===== config.mk =====
export PLATFORM = sky130hd
export DESIGN_NAME = ahb_resp_regfile
export DESIGN_NICKNAME = d
export VERILOG_FILES = /design/src/rtl/ahb_resp_regfile.sv
export SDC_FILE = /design/constraint.sdc
export NUM_CORES = 1
export LEC_CHECK = 0
export CAP_MARGIN = 5
export CORE_MARGIN = 3
export CORE_UTILIZATION = 50
export CTS_CLUSTER_DIAMETER = 80
export DETAILED_ROUTE_END_ITERATION = 16
export GPL_ROUTABILITY_DRIVEN = 0
export PLACE_DENSITY = 0.65
export SYNTH_ARGS = -nofsm -noshare
export SYNTH_HDL_FRONTEND = slang
export SYNTH_SLANG_ARGS = --single-unit

===== constraint.sdc =====
create_clock -name HCLK -period 2.7 [get_ports HCLK]
set_input_delay 0.54 -clock HCLK [delete_from_list [all_inputs] [get_ports HCLK]]
set_output_delay 0.54 -clock HCLK [all_outputs]
set_load 0.005 [all_outputs]

===== src/rtl/ahb_resp_regfile.sv =====
// AHB-Lite slave exposing NUM_REGS 32-bit byte-laned registers with WAIT_STATES per OKAY transfer.
// Define AHB_RESP_REGFILE_ERR_EN to give illegal transfers a two-cycle ERROR response.
module ahb_resp_regfile #(
  parameter int unsigned NUM_REGS    = 16,
  parameter int unsigned WAIT_STATES = 0
) (
  input  logic        HCLK,
  input  logic        HRESET,
  input  logic        HSELS,
  input  logic [31:0] HADDRS,
  input  logic [1:0]  HTRANSS,
  input  logic        HWRITES,
  input  logic [2:0]  HSIZES,
  input  logic        HREADYS,
  input  logic [31:0] HWDATAS,
  output logic        HREADYOUTS,
  output logic        HRESPS,
  output logic [31:0] HRDATAS
);

  localparam bit         HasWait  = (WAIT_STATES > 0);
  localparam logic [1:0] WaitLoad = HasWait ? 2'(WAIT_STATES - 1) : 2'd0;

  typedef enum logic [1:0] {StIdle, StWait, StErr1, StErr2} state_e;

  state_e      state_q, state_d;
  logic [1:0]  cnt_q, cnt_d;
  logic        act_q, legal_q, write_q;
  logic [3:0]  idx_q;
  logic [1:0]  off_q;
  logic [2:0]  size_q;

  logic        ready, accept, legal, commit;
  logic [3:0]  byte_en;
  logic [31:0] rd_word [16];

  logic unused_bits;
  assign unused_bits = ^{HADDRS[31:12], HTRANSS[0]};

  assign ready      = (state_q == StIdle) || (state_q == StErr2);
  assign HREADYOUTS = ready;
  assign accept     = HSELS & HTRANSS[1] & HREADYS & ready;

`ifdef AHB_RESP_REGFILE_ERR_EN
  assign HRESPS = (state_q == StErr1) || (state_q == StErr2);
`else
  assign HRESPS = 1'b0;
`endif

  always_comb begin
    legal = (HADDRS[11:6] == 6'd0) && (32'(HADDRS[5:2]) < NUM_REGS);
    case (HSIZES)
      3'd0:    ;
      3'd1:    legal = legal & ~HADDRS[0];
      3'd2:    legal = legal & (HADDRS[1:0] == 2'd0);
      default: legal = 1'b0;
    endcase
  end

  always_comb begin
    state_d = state_q;
    cnt_d   = cnt_q;
    case (state_q)
      StIdle, StErr2: begin
        state_d = StIdle;
        if (accept) begin
`ifdef AHB_RESP_REGFILE_ERR_EN
          if (!legal) begin
            state_d = StErr1;
          end else
`endif
          if (HasWait) begin
            state_d = StWait;
            cnt_d   = WaitLoad;
          end
        end
      end
      StWait: begin
        if (cnt_q == 2'd0) state_d = StIdle;
        else               cnt_d   = cnt_q - 2'd1;
      end
`ifdef AHB_RESP_REGFILE_ERR_EN
      StErr1:  state_d = StErr2;
`endif
      default: state_d = StIdle;
    endcase
  end

  always_ff @(posedge HCLK) begin
    if (HRESET) begin
      state_q <= StIdle;
      cnt_q   <= 2'd0;
      act_q   <= 1'b0;
      legal_q <= 1'b0;
      write_q <= 1'b0;
      idx_q   <= 4'd0;
      off_q   <= 2'd0;
      size_q  <= 3'd0;
    end else begin
      state_q <= state_d;
      cnt_q   <= cnt_d;
      // act_q marks a data phase in flight; it only moves on ready cycles.
      if (ready) act_q <= accept;
      if (accept) begin
        legal_q <= legal;
        write_q <= HWRITES;
        idx_q   <= HADDRS[5:2];
        off_q   <= HADDRS[1:0];
        size_q  <= HSIZES;
      end
    end
  end

  // An OKAY completion is the IDLE cycle of an active data phase.
  assign commit = act_q & legal_q & write_q & (state_q == StIdle);

  always_comb begin
    case (size_q)
      3'd0:    byte_en = 4'b0001 << off_q;
      3'd1:    byte_en = off_q[1] ? 4'b1100 : 4'b0011;
      default: byte_en = 4'b1111;
    endcase
  end

  for (genvar g = 0; g < 16; g++) begin : g_reg
    if (g < NUM_REGS) begin : g_impl
      logic [31:0] word_q;
      always_ff @(posedge HCLK) begin
        if (HRESET) begin
          word_q <= '0;
        end else if (commit && (idx_q == 4'(g))) begin
          for (int b = 0; b < 4; b++) begin
            if (byte_en[b]) word_q[8*b +: 8] <= HWDATAS[8*b +: 8];
          end
        end
      end
      assign rd_word[g] = word_q;
    end else begin : g_none
      assign rd_word[g] = '0;
    end
  end

  assign HRDATAS = (act_q & legal_q & ~write_q) ? rd_word[idx_q] : '0;

endmodule


==> impl.org, run 1 <==
#+TITLE: Physical design notes

** Setup path
- The setup check on the worst reg-to-reg path leaves a slack of 330 ps.
- Type of origin of the critical path :: flop
- The critical path is of the reg2out type.
- According to the timing report, the critical path is launched from idx_q[0]$_SDFFE_PP0P_.
- For the worst setup path, the data arrival time is 2490 ps.
- Stage delay of the slowest cell on the critical path :: 510 ps
- Among all stages on the critical path, the largest delay is contributed by sky130_fd_sc_hd__mux4_2.
- Origin of the critical flop-to-flop path :: idx_q[1]$_SDFFE_PP0P_
- The timing report notes that buffer and inverter cells on the critical path total 5.
- Cell family with the largest share of critical-path delay :: buffers and inverters
- Worst reg-to-reg path cell count :: 8
- Required arrival time at the worst endpoint :: 2160 ps

** Global routing
- The first global-routing pass estimated 96.38 mm of wire.
- Total global-route track usage over all layers is 0.2435.
- Entering global routing, the biggest net connects 197 pins.
- Via count of the first global-routing pass :: 16810
- Total grt overflow :: 0

** Logic synthesis
- Yosys reported that registers with async set or reset make up 0.
- Flip-flop and latch count after synthesis :: 524
- Top area cells in the synthesized netlist :: sky130_fd_sc_hd__dfxtp_1 44%, sky130_fd_sc_hd__mux2i_1 23%, sky130_fd_sc_hd__mux4_2 12%
- Post-synth the commonest register cell is sky130_fd_sc_hd__dfxtp_1.
- The cell area that synthesis handed to floorplanning was 23860 µm².
- Sequential fraction of the synthesis area :: 0.4397
- Net Count, Synth :: 2193

** Die
- At the floorplan stage, the core utilization is reported as 0.5092.
- Core Rows :: 79
- The floorplan step set the die height to 224.4 µm.
- The region available for standard cell placement spans 46850 µm².

** STA
- Transition at the pin with the smallest max-transition slack :: 777.0 ps
- In the final report, the number of endpoints failing setup comes to 32.
- Of the available clock period, the critical path in the final layout requires 1.123.
- Min Clock Period, post-route :: 3033 ps
- Worst path setup slack after routing :: -332.5 ps

** Pwr
- The power report lists the sequential group at 7.75 mW.
- Dividing total power by cell area gives a power density of 564.9 nW/µm².
- Combinational Power :: 0.752 mW
- The power report attributes to the combinational group a share of 0.046.
- Per report_power, the Clock row totals 7.72 mW.
- Post-layout power :: 16.21 mW
- Sequential fraction of design power :: 0.478
- Cell internal pwr :: 12.63 mW
- Per report_power, the top consumer among the power groups is sequential cells.
- The analysis attributes to cell leakage a power of 11.17 nW.

** Clocking
- Number of clock buffers inserted by TritonCTS :: 55
- TritonCTS built the clock tree.
- CTS Hold Buffers Added :: 0
- CTS built an H-tree with a depth of 2.
- Clock edge transition at the registers on the reported setup and hold paths :: 60 ps

** Cells and area
- Summing all non-filler instances in the final layout gives an area of 28700 µm².
- After layout, the inverter instance count without clock inverters stands at 2.
- Measured on the final layout, the clock distribution area share stands at 0.06465.
- Non-clock buffer count in the final layout :: 267
- Counting the fill cells in the layout gives 3717.

** Status
- The flow ran to the end, but the final reports show violations.
- The checks that failed: setup timing.

** Run
- The run reported a max-capacitance violation count of 0.

** Place
- The detailed placer reported the number of placed instances as 2762.
- According to the dpl log, the detail-placed design has an HPWL of 38.67 mm.
- The placement report lists the number of port buffers as 84.

** Detailed routing
- Average routed wire per standard cell :: 21.17 µm
- Final ANT Viol Nets :: 0
- Number of remaining DRC errors :: 0
- Dividing the detail-routed via count by the number of cells gives 5.618.
- DRC marker count from the first detailed-route iteration :: 1218

** Worst hold path
- Min-delay src :: g_reg[3].g_impl.word_q[6]$_SDFFE_PP0P_
- Hold-critical path endpoint :: g_reg[3].g_impl.word_q[6]$_SDFFE_PP0P_
==> run 1: state kept, by name, summed over array words and instances, names as in the netlist <==
signal,count
size_q,3
legal_q,1
idx_q,4
off_q,2
act_q,1
write_q,1
g.g_impl.word_q,512
==> run 1: kinds of logic (layout without fill, tap and decap cells) <==
kind of cell | Yosys count | after routing | share of synthesized area
flops | 524 | 524 | 0.4397
mux | 673 | 673 | 0.3485
simple gates | 627 | 627 | 0.1329
buf+inv | 178 | 371 | 0.03095
compound gates | 115 | 115 | 0.04762
other cells | 2 | 2 | 0.0003148
==> run 1: metal layers <==
| layer | global-route usage | part of all wire | routed length, µm | vias up |
|---|---|---|---|---|
| met1 | 0.3295 | 0.44 | 27290 | 8210 |
| met4 | 0.06110 | 0.023 | 1447 | 0 |
| li1 | - | - | - | 7731 |
| met5 | 0 | 0 | 0 | - |
| met3 | 0.03889 | 0.046 | 2874 | 102 |
| met2 | 0.4113 | 0.49 | 30190 | 355 |
==> run 1: placed cells by master, fill, tap and decap left out, types with 30 or more instances in the layout <==
cell,Yosys,layout
sky130_fd_sc_hd__mux2i_1,547,540
sky130_fd_sc_hd__dfxtp_1,524,520
sky130_fd_sc_hd__nand2b_1,273,273
sky130_fd_sc_hd__nor2_1,275,272
sky130_fd_sc_hd__mux4_2,126,126
sky130_fd_sc_hd__buf_4,7,124
sky130_fd_sc_hd__clkbuf_16,0,58
sky130_fd_sc_hd__clkdlybuf4s50_1,0,51
sky130_fd_sc_hd__nand2_1,44,44
sky130_fd_sc_hd__a22oi_2,0,30
sky130_fd_sc_hd__a211oi_4,30,30
==> run 1: what timing repair did <==
item	in CTS	in global routing
endpoints found under the setup margin	32	32
gates cloned	4	1
setup buffers	40	18
pin swaps	32	19
gates resized	234	35
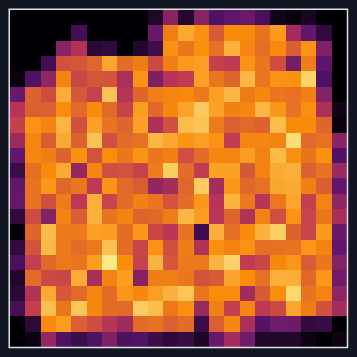
*Cell density map, run 1*
(1.5 px per µm) 22 x 22 tiles, from black (low) to pale yellow (high), 0 to 100% covered.
emptiest ninth of the die = north-west
nearly empty tiles = 7.4%
fullest tile = 95%
mean over tiles = 56%

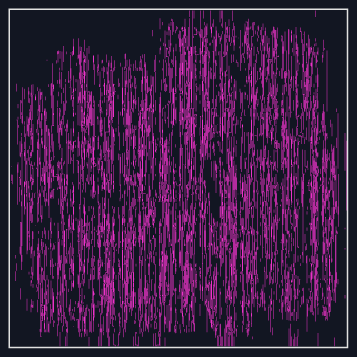
*Signal wires on met2, run 1*
(1.5 px per µm)
main direction = vertical
nets with wire on the layer = 1988
wire length reported by the detailed router: 61.81 mm
met2 global-route usage: 0.4113
routed vias: 16400

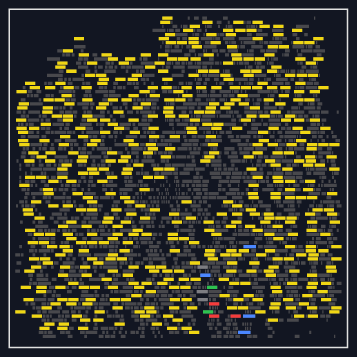
*Sequential cells colored by netlist name, run 1*
(1.5 px per µm) Other sequential cells in the stronger gray, the rest of the logic in the fainter gray.
yellow -> g_reg.g_impl.word_q  # sequential cells 512, where spread over the die
blue -> idx_q  # sequential cells 4
green -> off_q  # sequential cells 2
red -> size_q  # sequential cells 3
not colored = 3

==> run 1 -> run 2 <==
PLACE_DENSITY = 0.68   (was 0.65)
clock period = 2.5 ns   (was 2.7 ns; I/O delays follow)
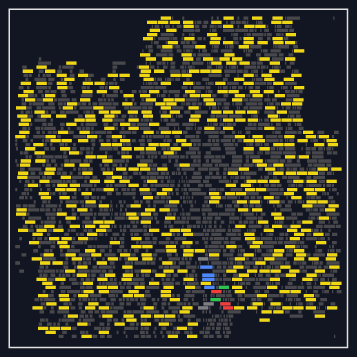
*Sequential cells colored by netlist name, run 2*
(1.5 px per µm) Other sequential cells in the stronger gray, the rest of the logic in the fainter gray.
green -> off_q  # sequential cells 2
red -> size_q  # sequential cells 3
yellow -> g_reg.g_impl.word_q  # sequential cells 512, where spread over the die
blue -> idx_q  # sequential cells 4, where south
Sequential Area: 10500 µm²
Final Util: 0.6156
flip-flop and latch share of the layout cell area: 0.3641
Flop+latch power: 8.36 mW

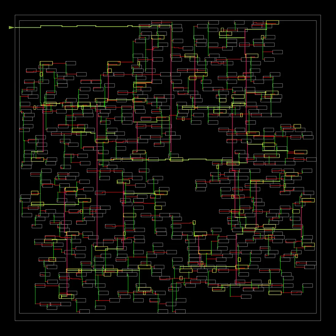
*Clock wiring as the flow saved it, run 2*
clock buf count: 81
clock-net power: 7.84 mW
Late-Pin Clk Latency: 590 ps
Worst Clk Skew: 12.82 ps

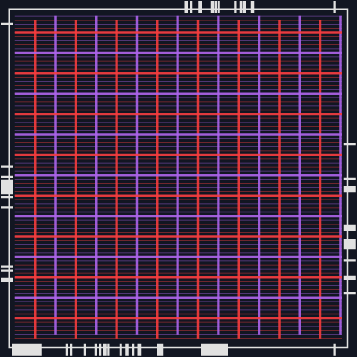
*Power grid, run 2*
(1.5 px per µm) Pins as bars on the die edge.
red -> VSS
purple -> VDD
met1 rails = 80
signal pins = 108
met5 straps = 15
die height: 224.4 µm
Core ar.: 46850 µm²
die width: 224.4 µm
Worst IR Drop VDD: 0.5722 mV

==> impl.org, run 2 <==
#+TITLE: Physical design notes

** Place
- The half-perimeter wire length of the detailed placement result was 38.29 mm (was 38.67 mm).
- The cell total after placement was 2772 (was 2762).
- The number of buffer cells added on primary ports is 84 (unchanged).

** Pwr
- Post-layout power :: 17.04 mW (was 16.21 mW)
- The standby leakage power was 11.24 nW (was 11.17 nW).
- The power per unit of standard cell area came to 590.9 nW/µm² (was 564.9 nW/µm²).

** Setup path
- The critical path data required time came to 2000 ps (was 2160 ps).
- Crit. Startpoint :: idx_q[0]$_SDFFE_PP0P_ (unchanged)
- Worst reg-to-reg path cell count :: 10 (was 8)
- Origin of the critical flop-to-flop path :: idx_q[0]$_SDFFE_PP0P_ (was idx_q[1]$_SDFFE_PP0P_)
- Type of origin of the critical path :: flop (unchanged)
- Data arrival time of the critical path :: 2430 ps (was 2490 ps)

** Status
- Outcome :: complete, but fails checks (unchanged)
- Violations in the final reports :: setup timing (unchanged)

** Clocking
- The post-CTS resize count came to 256 (was 234).
- The number of buffers added by the clock tree synthesis step was 55 (unchanged).
- The hold-fix buffer count after cts came to 0 (unchanged).
- Clock tree from TritonCTS :: done (unchanged)
- The number of H-tree levels came to 2 (unchanged).
- The clock transition at the registers of the reported paths is 60 ps (about the same).
- The count of buffers added by post-CTS timing repair for setup came to 50 (was 40).

** STA
- The actual slew at the worst max-slew pin was 1108 ps (was 777.0 ps).
- The number of setup violations in the final report was 32 (unchanged).
- Worst path setup slack after routing :: -429.5 ps (was -332.5 ps)
- Dividing the final minimum period by the clock period gives 1.172.
- The final timing report derives a shortest allowable period of 2929 ps.

** Logic synthesis
- Dominant flop cell :: sky130_fd_sc_hd__dfxtp_1 (unchanged)
- Flip-flop and latch count after synthesis :: 524 (unchanged)
- Top area cells in the synthesized netlist :: sky130_fd_sc_hd__dfxtp_1 44%, sky130_fd_sc_hd__mux2i_1 23%, sky130_fd_sc_hd__mux4_2 12% (unchanged)
- Async set-or-reset flop fraction in the synthesized netlist :: 0 (unchanged)
- Net Count, Synth :: 2193 (unchanged)
- The cell area after technology mapping came to 23860 µm² (unchanged).
- Sequential fraction of the synthesis area :: 0.4397 (unchanged)

** Run
- The max-capacitance violation count is 0 (unchanged).

** Global routing
- The via count of the first global-routing pass came to 16970 (was 16810).
- Total routing usage reported by global routing :: 0.2408 (was 0.2435)
- Pin count of the biggest net entering global routing :: 142 (was 197)
- First-pass GRT wire length :: 95.92 mm (was 96.38 mm)
- Total grt overflow :: 0 (unchanged)

** Cells and area
- Max reg flops :: 512 (unchanged)
- Final instance area :: 28840 µm² (was 28700 µm²)
- Most frequently placed logic cell in the final layout :: sky130_fd_sc_hd__mux2i_1 (unchanged)
- The register name with the most flops is g.g_impl.word_q (unchanged).
- Largest registers :: g.g_impl.word_q x512, idx_q x4, size_q x3 (unchanged)
- The count of fill cells added during filler insertion is 3742 (was 3717).

** Worst hold path
- The start point of the worst min-delay path is HADDRS[5] (was g_reg[3].g_impl.word_q[6]$_SDFFE_PP0P_).

** Die
- The initial standard-cell utilization of the core came to 0.5092 (unchanged).

** Detailed routing
- The number of DRC markers in iteration 0 was 993 (was 1218).
- Average routed wire per standard cell :: 20.70 µm (was 21.17 µm)
- The via count is 16370 (was 16400).
- Wire length reported by the detailed router :: 60.58 mm (was 61.81 mm)
- Number of remaining DRC errors :: 0 (unchanged)
- Final ANT Viol Nets :: 0 (unchanged)
- The via-per-instance ratio came to 5.593 (was 5.618).
[run 2: power breakdown]
group | switching (mW) | internal, mW | leakage [nW] | total [mW]
clock network | 3.28 | 4.56 | 0.846 | 7.84
registers | 0.0105 | 8.35 | 4.22 | 8.36
logic | 0.470 | 0.371 | 6.17 | 0.841
total | 3.76 | 13.3 | 11.2 | 17.0
[run 2: logic make-up after synthesis]
logic type / Yosys count / synth area share
and+or+nand+nor: 627 / 0.1329
DFF: 524 / 0.4397
buffers and inverters: 178 / 0.03095
AOI/OAI and AO/OA: 115 / 0.04762
other: 2 / 0.0003148
muxes: 673 / 0.3485
[run 2: worst max-delay path: stages (launching register included)]
cell	delay, ps
sky130_fd_sc_hd__dfxtp_4	370
sky130_fd_sc_hd__buf_12	150
sky130_fd_sc_hd__buf_16	140
sky130_fd_sc_hd__buf_8	100
sky130_fd_sc_hd__mux4_2	500
sky130_fd_sc_hd__a22oi_2	290
sky130_fd_sc_hd__o21ai_1	120
sky130_fd_sc_hd__buf_2	150
[run 2: final cells by class]
type / count / area share
Clock inverter: 12 / 0.003124
Sequential cell: 524 / 0.3641
Timing Repair Buffer: 284 / 0.09991
Inverter: 2 / 0.0002603
Clock buffer: 81 / 0.05640
Tap cell: 607 / 0.02633
Multi-Input combinational cell: 1417 / 0.4499
[run 2: layer usage]
metal  vias to the layer above  track usage  routed length, µm
met5                         -            0                  0
met4                         0      0.06254               1241
met3                        77      0.03041               2293
met2                       321       0.4135              30080
met1                      8211       0.3246              26970
li1                       7762            -                  -
[run 2: per-stage QoR]
stage,worst slack [ps],util
finish,-429.5,0.6156
global route,-490.0,0.6156
CTS,-465.2,0.6123
detailed placement,-238.7,0.5572
global placement,-249.0,0.5572
floorplan,130.7,-
==> run 2 -> run 3 <==
CORE_MARGIN = not set   (was 3)
SLEW_MARGIN = 20   (was not set)
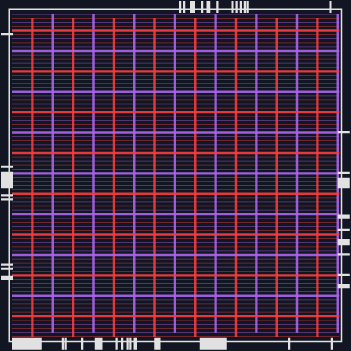
*Power grid, run 3*
(1.5 px per µm) Pins as bars on the die edge.
red -> VSS
purple -> VDD
signal pins = 108
met4 straps = 16
met5 straps = 15

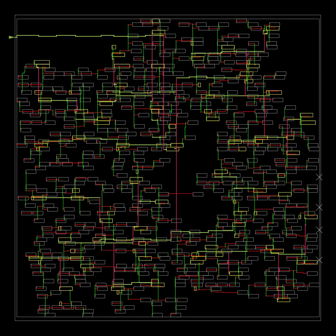
*Clock wiring as the flow saved it, run 3*
flop count: 524
Late-Pin Clk Latency: 620 ps
sink count of the clock tree: 524
Worst Clk Skew: 18.19 ps
clock-net power: 8.47 mW

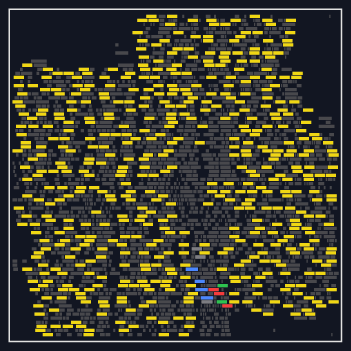
*Sequential cells colored by netlist name, run 3*
(1.5 px per µm) Other sequential cells in the stronger gray, the rest of the logic in the fainter gray.
yellow -> g_reg.g_impl.word_q  # sequential cells 512, where spread over the die
green -> off_q  # sequential cells 2
blue -> idx_q  # sequential cells 4, where south
red -> size_q  # sequential cells 3
not colored = 3

==> impl.org, run 3 <==
#+TITLE: Physical design notes

** Status
- Outcome :: complete, but fails checks (unchanged)
- Violations in the final reports :: DRC, setup timing (was setup timing)

** Logic synthesis
- The AND-OR/OR-AND share of the synthesized area came to 0.04762 (unchanged).
- The synthesized-area fraction occupied by xor and xnor cells was 0 (unchanged).
- FA/HA/MAJ Cells, Area Fraction :: 0 (unchanged)
- Logic family by area :: multiplexers (unchanged)
- Net Count, Synth :: 2193 (unchanged)
- Top area cells in the synthesized netlist :: sky130_fd_sc_hd__dfxtp_1 44%, sky130_fd_sc_hd__mux2i_1 23%, sky130_fd_sc_hd__mux4_2 12% (unchanged)
- The post-synthesis sequential element count is 524 (unchanged).
- The proportion of synthesized area in mux cells was 0.3485 (unchanged).
- The leading register cell type out of synthesis was sky130_fd_sc_hd__dfxtp_1 (unchanged).
- The cell area after technology mapping was 23860 µm² (unchanged).
- Yosys simple share :: 0.1329 (unchanged)
- Async set-or-reset flop fraction in the synthesized netlist :: 0 (unchanged)

** Detailed routing
- DRC marker count from the first detailed-route iteration :: 1035 (was 993)
- The count of antenna-violating nets left after detailed routing was 0 (unchanged).
- The final routed wirelength across all metal layers came to 60.94 mm (was 60.58 mm).
- The via-per-instance ratio was 5.579 (was 5.593).
- The average wire per standard cell is 20.57 µm (was 20.70 µm).
- The DRC violation count after routing is 4 (was 0).

** Pwr
- Cell leakage power :: 11.51 nW (was 11.24 nW)
- Power density over the cells :: 603.7 nW/µm² (was 590.9 nW/µm²)
- Post-layout power :: 17.69 mW (was 17.04 mW)
- Portion of total power attributed to combinational logic :: 0.048 (was 0.049)
- The relative contribution of sequential cells to total power is 0.473 (was 0.491).
- Clock group share of total power :: 0.479 (was 0.460)
- Cell internal pwr :: 13.80 mW (was 13.28 mW)
- Flop+latch power :: 8.36 mW (about the same)
- The combinational cell power was 0.857 mW (was 0.841 mW).
- Net switching power figure :: 3.892 mW (was 3.759 mW)

** Global routing
- The met1 usage was 0.3273 (was 0.3246).
- The first-pass GRT wire length is 94.33 mm (was 95.92 mm).
- The global router's overall resource usage was 0.2511 (was 0.2408).
- Met3 capacity usage during global routing :: 0.04110 (was 0.03041)
- Met2 global-route usage :: 0.4279 (was 0.4135)
- The final global-route overflow total is 0 (unchanged).
- The via count of the first global-routing pass is 16780 (was 16970).

** Cells and area
- The most common cell after layout, fill and taps aside was sky130_fd_sc_hd__mux2i_1 (unchanged).
- The area used by sequential logic in the layout was 10500 µm² (about the same).
- Largest Register :: g.g_impl.word_q (unchanged)
- Largest registers :: g.g_impl.word_q x512, idx_q x4, size_q x3 (unchanged)
- The count of fill cells added during filler insertion was 3676 (was 3742).
- The flip-flop count of the largest register, all copies and words added came to 512 (unchanged).
- Top Layout Cells: 532 x sky130_fd_sc_hd__mux2i_1, 520 x sky130_fd_sc_hd__dfxtp_1, 273 x sky130_fd_sc_hd__nand2b_1 (was 539 x sky130_fd_sc_hd__mux2i_1, 521 x sky130_fd_sc_hd__dfxtp_1, 273 x sky130_fd_sc_hd__nand2b_1).

** Setup path
- Worst path buffer plus inverter count :: 4 (unchanged)
- The critical path data required time came to 2000 ps (about the same).
- The critical path arrival is 2480 ps (was 2430 ps).
- Stage delay of the slowest cell on the critical path :: 480 ps (was 500 ps)
- Slowest stage cell, crit path :: sky130_fd_sc_hd__mux4_2 (unchanged)
- Cell-by-cell listing of the critical path: buf_12 > buf_16 > buf_12 > mux4_2 > a22o_1 > a31o_4 > buf_6 (was buf_12 > buf_16 > buf_8 > mux4_2 > a22oi_2 > o21ai_1 > buf_2).

** STA
- The number of setup violations in the final report came to 52 (was 32).
- Min Clock Period, post-route :: 2982 ps (was 2929 ps)
- Worst path setup slack after routing :: -481.7 ps (was -429.5 ps)
- The actual slew at the worst max-slew pin is 1117 ps (was 1108 ps).
- Period Utilization, post-route :: 1.193 (was 1.172)

** Place
- The cell total after placement was 2778 (was 2772).
- The number of buffer cells added on primary ports is 84 (unchanged).

** Die
- Die width :: 220.4 µm (was 224.4 µm)
- The core footprint was 46850 µm² (unchanged).
- The chip height is 220.4 µm (was 224.4 µm).
- The initial standard-cell utilization of the core came to 0.5092 (unchanged).
- Core Rows :: 79 (unchanged)

** Clocking
- The clock transition at the registers of the reported paths was 60 ps (about the same).
- The number of buffers added by the clock tree synthesis step was 55 (unchanged).
- The number of H-tree levels was 2 (unchanged).
## run 3: through the flow
step	TNS [ps]	hold WS [ps]	setup slack (ps)	cell area, µm²	utilization
final	-12540	433.1	-481.7	29300	0.6254
after global routing	-16470	453.5	-540.2	29300	0.6254
after CTS	-19890	408.2	-615.7	29060	0.6203
after detailed placement	-6980	463.7	-314.3	26140	0.5579
after global placement	-7315	456.4	-306.1	26140	0.5579
after floorplan	0	436.3	130.7	23860	-
## run 3: metal layers
| layer | part of all wire | vias up |
|---|---|---|
| met4 | 0.023 | 0 |
| met5 | 0 | - |
| met3 | 0.046 | 98 |
| met2 | 0.49 | 366 |
| met1 | 0.44 | 8249 |
| li1 | - | 7819 |
## run 3: cell type report
class | instances | area share
Timing Repair Buffer | 311 | 0.1061
Inverter | 2 | 0.0002562
Clock buffer | 87 | 0.05795
Multi-Input combinational cell | 1417 | 0.4445
Tap cell | 607 | 0.02592
Sequential cell | 524 | 0.3584
Clock inverter | 15 | 0.006832
## run 3: final timing paths
path	start	slack (ps)	cells past startpoint	end
setup / recovery	idx_q[0]$_SDFFE_PP0P_	-480	7	HRDATAS[27]
hold / removal	HRESET	430	3	g_reg[10].g_impl.word_q[5]$_SDFFE_PP0P_
setup reg to reg	idx_q[0]$_SDFFE_PP0P_	-60	11	g_reg[0].g_impl.word_q[11]$_SDFFE_PP0P_
hold reg to reg	g_reg[6].g_impl.word_q[20]$_SDFFE_PP0P_	470	2	g_reg[6].g_impl.word_q[20]$_SDFFE_PP0P_
## run 3: repair_timing
item                       in CTS  in global routing
cloned                          2                  0
setup buffers                  69                 25
hold buffers                    0                  0
resized                       267                 53
pin swaps                      33                 31
setup endpoints to repair      32                408
Power figures rest on the tool's default switching activity, not on a simulated workload.
